### Clock routing, run 1

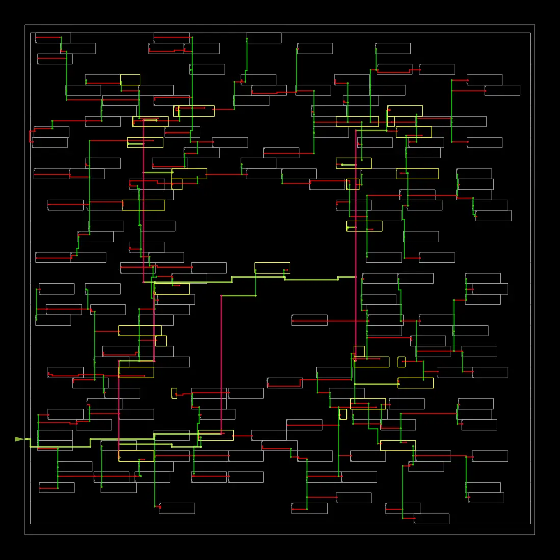
### Metal 3, run 1

Drawn at 4 px/µm. Cells faint in the background.
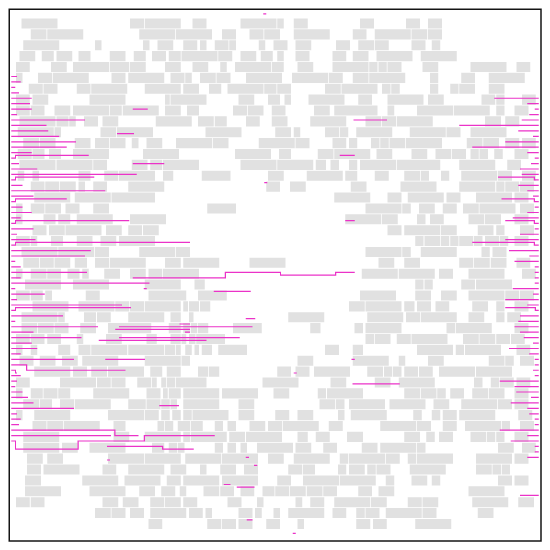
### Ports around the boundary, run 1

Drawn at 3 px/µm. Pins as bars across the die edge, other pins in gray.
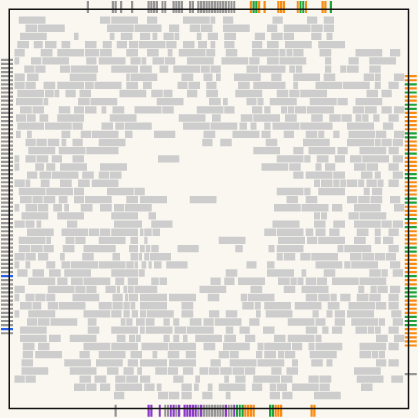
### config.mk
export PLATFORM = sky130hd
export DESIGN_NAME = ram128_arbiter_flat
export DESIGN_NICKNAME = d
export VERILOG_FILES = /design/src/rtl/ram128_ctrl_pkg.sv /design/src/rtl/ram128_arbiter_if.sv /design/src/rtl/rr_arb2.sv /design/src/rtl/ram128_arbiter.sv /design/src/flat_wrapper.sv
export SDC_FILE = /design/constraint.sdc
export NUM_CORES = 1
export LEC_CHECK = 0
export CAP_MARGIN = 10
export CORE_UTILIZATION = 40
export CTS_CLUSTER_DIAMETER = 50
export DETAILED_ROUTE_END_ITERATION = 8
export PLACE_DENSITY_LB_ADDON = 0.25
export SLEW_MARGIN = 20
export SYNTH_ARGS = -nofsm -noshare
export SYNTH_HDL_FRONTEND = slang
export SYNTH_SLANG_ARGS = --single-unit
### constraint.sdc
create_clock -name i_clk -period 3.14 [get_ports i_clk]
set_input_delay 0.942 -clock i_clk [delete_from_list [all_inputs] [get_ports i_clk]]
set_output_delay 0.942 -clock i_clk [all_outputs]
set_load 0.02 [all_outputs]
### src/rtl/ram128_ctrl_pkg.sv
// Shared constants and state encoding for the two-port RAM128 arbiter.
package ram128_ctrl_pkg;

  localparam int NPORT              = 2;
  localparam int DEFAULT_DATA_WIDTH = 32;
  localparam int DEFAULT_ADDR_WIDTH = 7;
  localparam int DEPTH              = 2 ** DEFAULT_ADDR_WIDTH;

  typedef enum logic [0:0] {
    ST_INIT = 1'b0,
    ST_RUN  = 1'b1
  } state_e;

endpackage

### src/rtl/ram128_arbiter_if.sv
// Request/response bus between the two clients and the RAM128 arbiter.
interface ram128_arbiter_if
  import ram128_ctrl_pkg::*;
#(
  parameter int DATA_WIDTH = DEFAULT_DATA_WIDTH,
  parameter int ADDR_WIDTH = DEFAULT_ADDR_WIDTH
);

  logic [NPORT-1:0]            req_valid;
  logic [NPORT-1:0]            req_ready;
  logic [NPORT-1:0]            req_we;
  logic [NPORT*ADDR_WIDTH-1:0] req_addr;
  logic [NPORT*DATA_WIDTH-1:0] req_wdata;
  logic [NPORT-1:0]            rsp_valid;
  logic [NPORT*DATA_WIDTH-1:0] rsp_rdata;

  modport master (
    output req_valid, req_we, req_addr, req_wdata,
    input  req_ready, rsp_valid, rsp_rdata
  );

  modport slave (
    input  req_valid, req_we, req_addr, req_wdata,
    output req_ready, rsp_valid, rsp_rdata
  );

endinterface

### src/rtl/rr_arb2.sv
// Combinational two-way round-robin arbiter; the parent owns last_grant.
module rr_arb2 (
  input  logic [1:0] i_pending,
  input  logic       i_last_grant,
  output logic [1:0] o_grant
);

  always_comb begin
    o_grant = 2'b00;
    case (i_pending)
      2'b01:   o_grant = 2'b01;
      2'b10:   o_grant = 2'b10;
      // on a tie the port that did not win last time goes first
      2'b11:   o_grant = i_last_grant ? 2'b01 : 2'b10;
      default: o_grant = 2'b00;
    endcase
  end

endmodule

### src/rtl/ram128_arbiter.sv
// Clears the 128x32 RAM after reset, then shares its single port between two
// clients. States: INIT | zero-clear sweep, one address per cycle
//                  RUN  | round-robin service of the two holding registers
module ram128_arbiter
  import ram128_ctrl_pkg::*;
#(
  parameter int DATA_WIDTH  = DEFAULT_DATA_WIDTH,
  parameter int ADDR_WIDTH  = DEFAULT_ADDR_WIDTH,
  parameter bit INIT_ENABLE = 1'b1
) (
  input  logic                  i_clk,
  input  logic                  i_rst_n,
  ram128_arbiter_if.slave       bus,
  output logic                  o_init_done,
  output logic                  o_ram_we,
  output logic [ADDR_WIDTH-1:0] o_ram_address,
  output logic [DATA_WIDTH-1:0] o_ram_d,
  input  logic [DATA_WIDTH-1:0] i_ram_q
);

  localparam logic [0:0] S_INIT  = ST_INIT;
  localparam logic [0:0] S_RUN   = ST_RUN;
  localparam logic [0:0] S_START = INIT_ENABLE ? S_INIT : S_RUN;

  logic [0:0]            r_state;
  logic [ADDR_WIDTH-1:0] r_sweep;
  logic                  r_init_done;
  logic [NPORT-1:0]      r_pend;
  logic [NPORT-1:0]      r_we;
  logic [ADDR_WIDTH-1:0] r_addr  [NPORT];
  logic [DATA_WIDTH-1:0] r_wdata [NPORT];
  logic                  r_last_grant;
  logic [NPORT-1:0]      r_rsp_valid;
  logic [NPORT*DATA_WIDTH-1:0] r_rsp_rdata;

  logic                  w_run;
  logic [NPORT-1:0]      w_arb_grant;
  logic [NPORT-1:0]      w_grant;
  logic [NPORT-1:0]      w_ready;
  logic [NPORT-1:0]      w_accept;

  rr_arb2 u_arb (
    .i_pending    (r_pend),
    .i_last_grant (r_last_grant),
    .o_grant      (w_arb_grant)
  );

  assign w_run    = (r_state == S_RUN);
  assign w_grant  = w_run ? w_arb_grant : '0;
  // ready never looks at req_valid, so clients cannot form a comb loop through us
  assign w_ready  = w_run ? (~r_pend | w_grant) : '0;
  assign w_accept = bus.req_valid & w_ready;

  assign bus.req_ready = w_ready;
  assign bus.rsp_valid = r_rsp_valid;
  assign bus.rsp_rdata = r_rsp_rdata;
  assign o_init_done   = r_init_done | !INIT_ENABLE;

  always_comb begin
    o_ram_we      = 1'b0;
    o_ram_address = '0;
    o_ram_d       = '0;
    if (!w_run) begin
      o_ram_we      = 1'b1;
      o_ram_address = r_sweep;
    end else if (w_grant[0]) begin
      o_ram_we      = r_we[0];
      o_ram_address = r_addr[0];
      o_ram_d       = r_wdata[0];
    end else if (w_grant[1]) begin
      o_ram_we      = r_we[1];
      o_ram_address = r_addr[1];
      o_ram_d       = r_wdata[1];
    end
  end

  always_ff @(posedge i_clk or negedge i_rst_n) begin
    if (!i_rst_n) begin
      r_state      <= S_START;
      r_sweep      <= '0;
      r_init_done  <= 1'b0;
      r_pend       <= '0;
      r_we         <= '0;
      r_last_grant <= 1'b1;
      r_rsp_valid  <= '0;
      r_rsp_rdata  <= '0;
      for (int i = 0; i < NPORT; i++) begin
        r_addr[i]  <= '0;
        r_wdata[i] <= '0;
      end
    end else begin
      r_rsp_valid <= w_grant;
      if (!w_run) begin
        r_sweep <= r_sweep + ADDR_WIDTH'(1);
        if (r_sweep == '1) begin
          r_state     <= S_RUN;
          r_init_done <= 1'b1;
        end
      end
      if (|w_grant) r_last_grant <= w_grant[1];
      for (int i = 0; i < NPORT; i++) begin
        if (w_grant[i])
          r_rsp_rdata[i*DATA_WIDTH +: DATA_WIDTH] <= r_we[i] ? '0 : i_ram_q;
        // a refill in the grant cycle keeps the entry pending
        if (w_accept[i]) begin
          r_pend[i]  <= 1'b1;
          r_we[i]    <= bus.req_we[i];
          r_addr[i]  <= bus.req_addr[i*ADDR_WIDTH +: ADDR_WIDTH];
          r_wdata[i] <= bus.req_wdata[i*DATA_WIDTH +: DATA_WIDTH];
        end else if (w_grant[i]) begin
          r_pend[i] <= 1'b0;
        end
      end
    end
  end

endmodule

### src/flat_wrapper.sv
// flat-port wrapper written by rule: the top's interface ports become plain ports
module ram128_arbiter_flat import ram128_ctrl_pkg::*;
#(
  parameter int DATA_WIDTH  = DEFAULT_DATA_WIDTH,
  parameter int ADDR_WIDTH  = DEFAULT_ADDR_WIDTH,
  parameter bit INIT_ENABLE = 1'b1
)
  (i_clk, i_rst_n, o_init_done, o_ram_we, o_ram_address, o_ram_d, i_ram_q, bus_req_valid, bus_req_we, bus_req_addr, bus_req_wdata, bus_req_ready, bus_rsp_valid, bus_rsp_rdata);
  ram128_arbiter_if #(.DATA_WIDTH(DATA_WIDTH), .ADDR_WIDTH(ADDR_WIDTH)) bus_i ();
  input  logic i_clk;
  input  logic i_rst_n;
  output logic o_init_done;
  output logic o_ram_we;
  output logic [ADDR_WIDTH-1:0] o_ram_address;
  output logic [DATA_WIDTH-1:0] o_ram_d;
  input  logic [DATA_WIDTH-1:0] i_ram_q;
  input wire logic [$bits(bus_i.req_valid)-1:0] bus_req_valid;
  input wire logic [$bits(bus_i.req_we)-1:0] bus_req_we;
  input wire logic [$bits(bus_i.req_addr)-1:0] bus_req_addr;
  input wire logic [$bits(bus_i.req_wdata)-1:0] bus_req_wdata;
  output wire logic [$bits(bus_i.req_ready)-1:0] bus_req_ready;
  output wire logic [$bits(bus_i.rsp_valid)-1:0] bus_rsp_valid;
  output wire logic [$bits(bus_i.rsp_rdata)-1:0] bus_rsp_rdata;
  assign bus_i.req_valid = bus_req_valid;
  assign bus_i.req_we = bus_req_we;
  assign bus_i.req_addr = bus_req_addr;
  assign bus_i.req_wdata = bus_req_wdata;
  assign bus_req_ready = bus_i.req_ready;
  assign bus_rsp_valid = bus_i.rsp_valid;
  assign bus_rsp_rdata = bus_i.rsp_rdata;
  ram128_arbiter #(.DATA_WIDTH(DATA_WIDTH), .ADDR_WIDTH(ADDR_WIDTH), .INIT_ENABLE(INIT_ENABLE)) u_core (.i_clk(i_clk), .i_rst_n(i_rst_n), .bus(bus_i), .o_init_done(o_init_done), .o_ram_we(o_ram_we), .o_ram_address(o_ram_address), .o_ram_d(o_ram_d), .i_ram_q(i_ram_q));
endmodule
==> flow_summary.toml, run 1 <==
# yosys + openroad results
[synth]
ys_seq_frac = 0.5800
ys_warn_count = 0
yosys-stat-area_um2 = 6819
ys_types = 24
synth_area_leader_cell = "dfrtp_1"
dominantRegCellSynth = "dfrtp_1"
ys_top_logic_family = "multiplexers"
synth_area_um2 = 6819
ys_sh_adder = 0.001835
top_cells_by_count = "157 x dfrtp_1, 145 x mux2_2, 71 x nor2b_1, 33 x a22o_1, 10 x buf_2"
top_area_frac = 0.5761
ys_cells = 480
edf_count = 0
synthAoiAreaFrac = 0.06220
area_leaders = "dfrtp_1 58%, mux2_2 24%, nor2b_1 6.5%"
xor_area_frac = 0.007706
synthesis.nets = 597
ys_ff = 158
netlist_instances = 480

[sta]
whs_ns = 0.4690
finalMaxSlewViolations = 0
worst_slew_pin_slew_ns = 0.6219
relSlewSlack = 0.5854
final-setup-viol-count = 0
setup_ws_ns = 0.1343
setup-tns-final_ns = 0
rsz0062_at_grt = "no"
fin_crit_ns = 3.006
fmax_mhz = 332.7

[global_routing]
overflow = 0
grt_pass1_vias = 5246
grt_pass1_wl_mm = 27.90
globalRouteTotalUtil = 0.2056
grt_max_degree = 65
antenna_found_initial = 0

[cells_and_area]
syn2layout_area_growth_pct = 43.23
num-nets-final = 825
layout-drive-gt1-share = 0.3250
num_antenna_cells = 0
design_area_um2 = 9767

[placed_design]
dp_hpwl_mm = 11.83
placed_cell_area_um2 = 9349
gp_congestion = 0.7815
port_buffers = 224

[critical_path]
cp_num_cells = 4
arrival_ns = 2.06
critPathMaxFanout = 5
critical_path.top_delay_family = "buffers and inverters"
crit_buf_inv = 1
worst_path_max_delay_cell = "clkdlybuf4s50_1"
timing.critical_path.mode_cell = "nand3_1"
start_kind = "flop"
crit_path_end_kind = "output port"
crit_path_max_incr_delay_ns = 0.65
worstSetupPathType = "reg2out"

[drt]
antenna_left = 0
wirelength_mm = 17.14
first_iter_violations = 139
dr.pass1.iters = 4
avgViaCountPerCell = 5.072
drc = 0
vias = 4768

[floorplanning]
rows = 47
chipArea_um2 = 17570
die_height_um = 132.6
design.core.area_um2 = 16640
die-width_um = 132.6

[cts]
cts_max_path_buffers = 2
clkTransAtPathRegs_ns = 0.06
cts_setup_buffers = 0
cts_tree = "done"
hold_buffers = 0
clk_latency_ns = 0.42
cts.repair.resized = 41
root_buffer = "clkbuf_16"

[power_and_ir_drop]
power_uw = 4403
power_density_nw_per_um2 = 450.8
p_leak_uw = 0.004673
ir_drop_mv = 0.3684

[hold_path]
hold_class = "reg2reg"

[run]
drv_cap = 0
warning_count = 26

[outcome]
outcome = "finished clean"
## Picture notes: 'Clock routing'
# clk buffers: 20
skew final: 0.007640 ns
CTS buffer count: 17
CTS sink count: 158
Seq cells: 158

## Picture notes: 'Metal 3'
main direction = horizontal
share of all routed wire = 7.7%
wire length on this layer = 1320 µm

## Picture notes: 'Ports around the boundary'
bus_req_addr -> purple  # pins 14, direction input, edge south
bus_rsp_rdata -> orange  # pins 64, direction output, edge 45 east, 10 north, 9 south
bus_req_ready -> blue  # pins 2, direction output, edge west
i_ram_q -> green  # pins 32, direction input, edge 22 east, 5 north, 5 south
all pins by edge = 68 west, 68 east, 46 north, 43 south

## run 1: layer usage
metal | GRT usage | wire, µm
met1 | 0.2548 | 7416
met2 | 0.3357 | 8091
met3 | 0.06743 | 1321
met4 | 0.07407 | 315
met5 | 0 | 0
## run 1: worst paths after layout
check | start | to | slack, ns
max | u_core.r_last_grant | o_ram_we | 0.13
min | u_core.o_init_done | u_core.o_init_done | 0.47
max reg2reg | u_core.r_last_grant | u_core.bus.rsp_rdata[17] | 0.94
min reg2reg | u_core.o_init_done | u_core.o_init_done | 0.47
max in group asynchronous | i_rst_n | u_core.r_wdata[29] | 1.87
min in group asynchronous | i_rst_n | u_core.bus.rsp_rdata[47] | 0.52
## run 1: area by class of cell
class,count,area [µm²]
fillers,1341,6875
flip-flops and latches,158,3955
clock buffers,20,446.7
inverters,3,11.26
multi-input cells,288,2669
clock inverters,11,166.4
well taps,220,275.3
repair buffers,240,2243
## run 1: state kept, by name, summed over array words and instances, names as in the netlist
signal                flops
u_core.r_we               2
u_core.r_wdata           64
u_core.o_init_done        1
u_core.r_pend             2
u_core.r_last_grant       1
u_core.bus.rsp_rdata     64
u_core.r_addr            14
u_core.r_state            1
u_core.bus.rsp_valid      2
u_core.r_sweep            7
## run 1: placed cells by master, fill, tap and decap left out, types with 2 or more instances in the layout
master / instances
clkbuf_16: 17
bufinv_16: 4
a22o_1: 33
a221o_1: 7
clkinvlp_4: 3
xnor2_1: 6
and3_1: 3
nand2_1: 4
nor2b_1: 71
clkinv_2: 3
inv_1: 2
dfrtp_1: 157
nand3_1: 8
buf_4: 10
clkbuf_2: 39
mux2_2: 145
buf_12: 6
a41o_1: 2
clkdlybuf4s50_1: 184
a21o_1: 2
clkbuf_1: 2
## run 1: report_power, final
part	switching, µW	internal, µW
sequential	0	2040
combinational	73.1	150
clock	800	1340
total	873	3530
==> inputs of run 2 (changes only) <==
- CORE_UTILIZATION: 40 -> 50
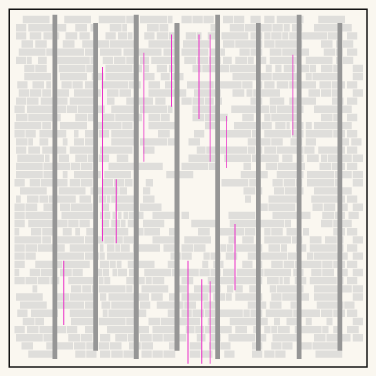
*The metal 4 layer, run 2*
Drawn at 3 px/µm. Supply wires on this layer in gray. Cells faint in the background.
wire length on this layer = 384 µm
nets with wire on the layer = 10
main direction = vertical
longest straight run = 57.8 µm

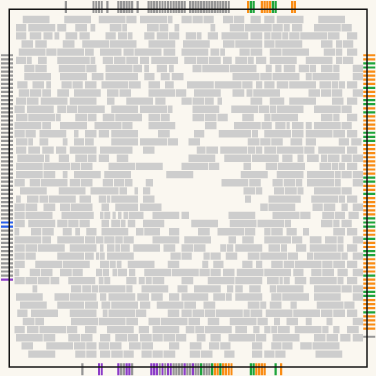
*Ports around the boundary, run 2*
Drawn at 3 px/µm. Pins as bars across the die edge, other pins in gray.
bus_rsp_rdata -> orange  # pins 64, direction output, edge 46 east, 11 south, 7 north
i_ram_q -> green  # pins 32, direction input, edge 22 east, 6 south, 4 north
bus_req_ready -> blue  # pins 2, direction output, edge west
bus_req_addr -> purple  # pins 14, direction input, edge 13 south, 1 west

==> flow_summary.toml, run 2 <==
# yosys + openroad results
[outcome]
outcome = "finished clean"

[floorplanning]
rows = 42
die_height_um = 118.8
design.core.area_um2 = 13300
die-width_um = 118.8
chipArea_um2 = 14110

[drt]
drc = 0
vias = 4806
wl_met3_mm = 1.121
highest_layer = "met4"
first_iter_violations = 193
wl_met2_mm = 8.621
wirelength_mm = 17.11
antenna_left = 0
dr.pass1.iters = 4

[cells_and_area]
num-fill-cells = 854
syn2layout_area_growth_pct = 45.10
num_antenna_cells = 0
num-nets-final = 828
layout_top_cells = "184 x clkdlybuf4s50_1, 157 x dfrtp_1, 145 x mux2_2"
layout-drive-gt1-share = 0.3315

[run]
drv_cap = 0
warning_count = 26

[cts]
cts_max_path_buffers = 2
cts_tree = "done"
clk_latency_ns = 0.42
root_buffer = "clkbuf_16"
hold_buffers = 0
clkTransAtPathRegs_ns = 0.06

[synth]
top_cells_by_count = "157 x dfrtp_1, 145 x mux2_2, 71 x nor2b_1, 33 x a22o_1, 10 x buf_2"
synth_area_leader_cell = "dfrtp_1"
top_area_frac = 0.5761
ys_cells = 480
netlist_instances = 480
dominantRegCellSynth = "dfrtp_1"
area_leaders = "dfrtp_1 58%, mux2_2 24%, nor2b_1 6.5%"
ys_types = 24
edf_count = 0
synthesis.nets = 597
synth_area_um2 = 6819

[global_routing]
busiest_layer = "met2"
antenna_found_initial = 0
grt_max_degree = 68
use_met3 = 0.07674
globalRouteTotalUtil = 0.2563
overflow = 0
use_met1 = 0.3053
grt_pass1_wl_mm = 27.48

[critical_path]
r2r_setup_slack_ns = 1.06
crit_buf_inv = 2
crit_path_max_incr_delay_ns = 0.59
worstSetupPathType = "reg2out"
critPathMaxFanout = 30
start_kind = "flop"
crit_path_end_kind = "output port"
worst_path_max_delay_cell = "dfstp_2"
arrival_ns = 2.12

[placed_design]
placed_cell_area_um2 = 9276
gp_congestion = 0.8074
port_buffers = 224

[sta]
setup_ws_ns = 0.07817
rsz0062_at_grt = "no"
final-setup-viol-count = 0
fmax_mhz = 326.6
finalMaxSlewViolations = 0
relSlewSlack = 0.5576
worst_slew_pin_slew_ns = 0.6636
skew_ns = 0.005943
whs_ns = 0.4981

[power_and_ir_drop]
p_leak_uw = 0.004720
power_uw = 4598
power_density_nw_per_um2 = 464.7

[hold_path]
hold_class = "reg2reg"
[run 2: cell counts after synthesis]
Identical to the previous run, type by type.
[run 2: final cells by class]
type	count	area, µm²	area share
Clock buffer	22	474.2	0.04793
Clock inverter	10	207.7	0.02099
Sequential cell	158	3955	0.3997
Inverter	3	11.26	0.001138
Multi-Input combinational cell	288	2681	0.2710
Tap cell	176	220.2	0.02226
Timing Repair Buffer	243	2345	0.2370
[run 2: worst paths after layout]
check                                          from                       end  cells after the start
worst max-delay path            u_core.r_last_grant               o_ram_d[19]                      5
worst min-delay path             u_core.o_init_done        u_core.o_init_done                      1
worst max register to register  u_core.r_last_grant   u_core.bus.rsp_rdata[0]                      6
worst min register to register   u_core.o_init_done        u_core.o_init_done                      1
max in group asynchronous                   i_rst_n  u_core.bus.rsp_rdata[50]                      2
min in group asynchronous                   i_rst_n        u_core.r_wdata[32]                      1
[run 2: cell families after synthesis]
group	after synthesis	synth area share
AND/OR/NAND/NOR	88	0.07780
adder cells (fa/ha/maj)	1	0.001835
AND-OR/OR-AND	48	0.06220
buffers and inverters	34	0.03101
multiplexers	145	0.2395
flip-flops	158	0.5800
XOR/XNOR	6	0.007706
[run 2: worst reg2reg max path, cell delays in order, from the launching register on]
cell	delay (ns)
dfstp_2	0.59
nand2b_4	0.17
nand3_2	0.12
inv_2	0.14
buf_8	0.18
buf_4	0.35
mux2_2	0.41
[run 2: power breakdown]
group	internal, µW	switching, µW
combinational	149	75.7
clock	1550	783
sequential	2040	0
[run 2: what timing repair did]
action / in CTS / in global routing
resized: 87 / 35
endpoints found under the setup margin: 39 / 34
pin swaps: 0 / 0
hold endpoints to repair: 0 / 0
buffers inserted: 0 / 1
gates cloned: 0 / 1
Power figures rest on the tool's default switching activity, not on a simulated workload.
